Figure 1. Pin map.
Pins as bars across the die edge, other pins in gray.
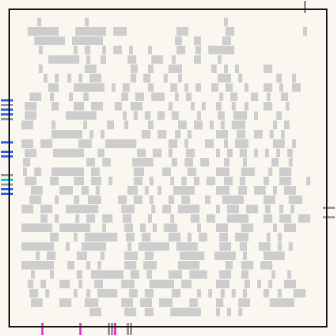
Figure 2. Sequential cells colored by netlist name.
Other sequential cells in the stronger gray, the rest of the logic in the fainter gray.
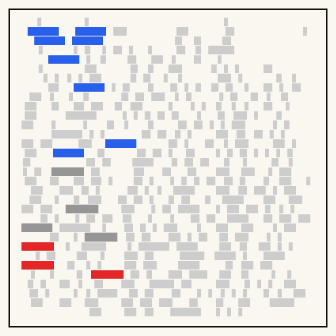
Figure 3. Routing congestion.
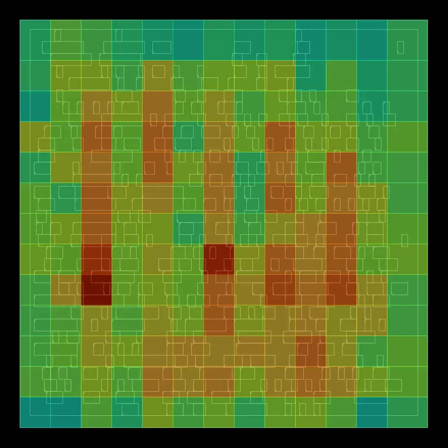
==> config.mk <==
export PLATFORM = sky130hd
export DESIGN_NAME = mux_rr_arbiter_flat
export DESIGN_NICKNAME = d
export VERILOG_FILES = /design/src/rtl/mux_rr_arbiter_if.sv /design/src/rtl/mux_rr_arbiter.sv /design/src/flat_wrapper.sv
export SDC_FILE = /design/constraint.sdc
export NUM_CORES = 1
export LEC_CHECK = 0
export ABC_AREA = 1
export CAP_MARGIN = 20
export CELL_PAD_IN_SITES_DETAIL_PLACEMENT = 2
export CELL_PAD_IN_SITES_GLOBAL_PLACEMENT = 2
export CORE_MARGIN = 2
export CORE_UTILIZATION = 23
export CTS_BUF_LIST = sky130_fd_sc_hd__clkbuf_16
export DETAILED_ROUTE_END_ITERATION = 8
export PLACE_DENSITY_LB_ADDON = 0.1
export SLEW_MARGIN = 10
export SYNTH_ARGS = -nofsm -noshare
export SYNTH_HDL_FRONTEND = slang
export SYNTH_SLANG_ARGS = --single-unit
==> constraint.sdc <==
create_clock -name clk -period 2.6 [get_ports clk]
set_input_delay 0.52 -clock clk [delete_from_list [all_inputs] [get_ports clk]]
set_output_delay 0.52 -clock clk [all_outputs]
set_load 0.03 [all_outputs]
==> flow_summary.json <==
{
  "xor_share_pct": 0,
  "dp_cells": 443,
  "fin_crit_ns": 2.627,
  "largest_register_ffs": 8,
  "top_area_cell": "nand2_1",
  "antenna_found_initial": 0,
  "violations": "negative setup slack",
  "simple_gate_area_share_pct": 59.93,
  "grt_max_degree": 16,
  "routed-wl-met3_um": 57,
  "ys_chip_area_um2": 1777,
  "core_um2": 7607,
  "status": "finished with violations",
  "finalHoldViolCount": 0,
  "cp-end-kind": "flip-flop",
  "cpPeakStageDelay_ns": 0.54,
  "synth_cell_types": 33,
  "routed_wirelength_mm": 8.132,
  "hpwlAfterDp_mm": 6.106,
  "report.final.setup_viol": 4,
  "worst_slack_ns": -0.02682,
  "cts_max_level": 1,
  "clk_path_buf_depth": 2,
  "highest_layer": "met4"
}
## Picture notes: Figure 1
- bus_grant_valid: cyan (pins 1; direction output; edge west)
- bus_grant: blue (pins 8; direction output; edge west)
- bus_select: magenta (pins 3; direction output; edge south)
Die Span Y: 91.89 um
Die X: 91.89 um
Port Buffer Count: 21

## Picture notes: Figure 2
- u_core.bus.grant: blue (sequential cells 8; where north-west)
- u_core.r_last: red (sequential cells 3)
- not colored: 4
Final Util: 39.70%
register area: 382.9 um^2

## Picture notes: Figure 3
met1 Usage GRT: 25.04%
mean routed wirelength per cell: 17.53 um
global routing's busiest layer: met2
gr usage total: 19.29%
met3 GRT Util: 0.4108%

==> timing repair <==
action	CTS	global route
hold endpoints to repair	0	0
setup buffers	13	4
hold buffers	0	0
setup endpoints to repair	11	11
pin swaps	15	30
resized	35	49
==> area by class of cell <==
| class | instances | area share, % |
|---|---|---|
| well taps | 102 | 4.225 |
| clock buffers | 3 | 2.485 |
| multi-input cells | 219 | 49.30 |
| repair buffers | 89 | 26.10 |
| inverters | 35 | 5.095 |
| clock inverters | 1 | 0.1243 |
| flip-flops and latches | 15 | 12.68 |
==> worst max-delay path: cells and delay by family, from the launching register on <==
kind          cells  cell delay [ns]
fa+ha+maj         1             0.31
buf+inv           3             0.34
flops             1             0.54
simple gates     13             1.32
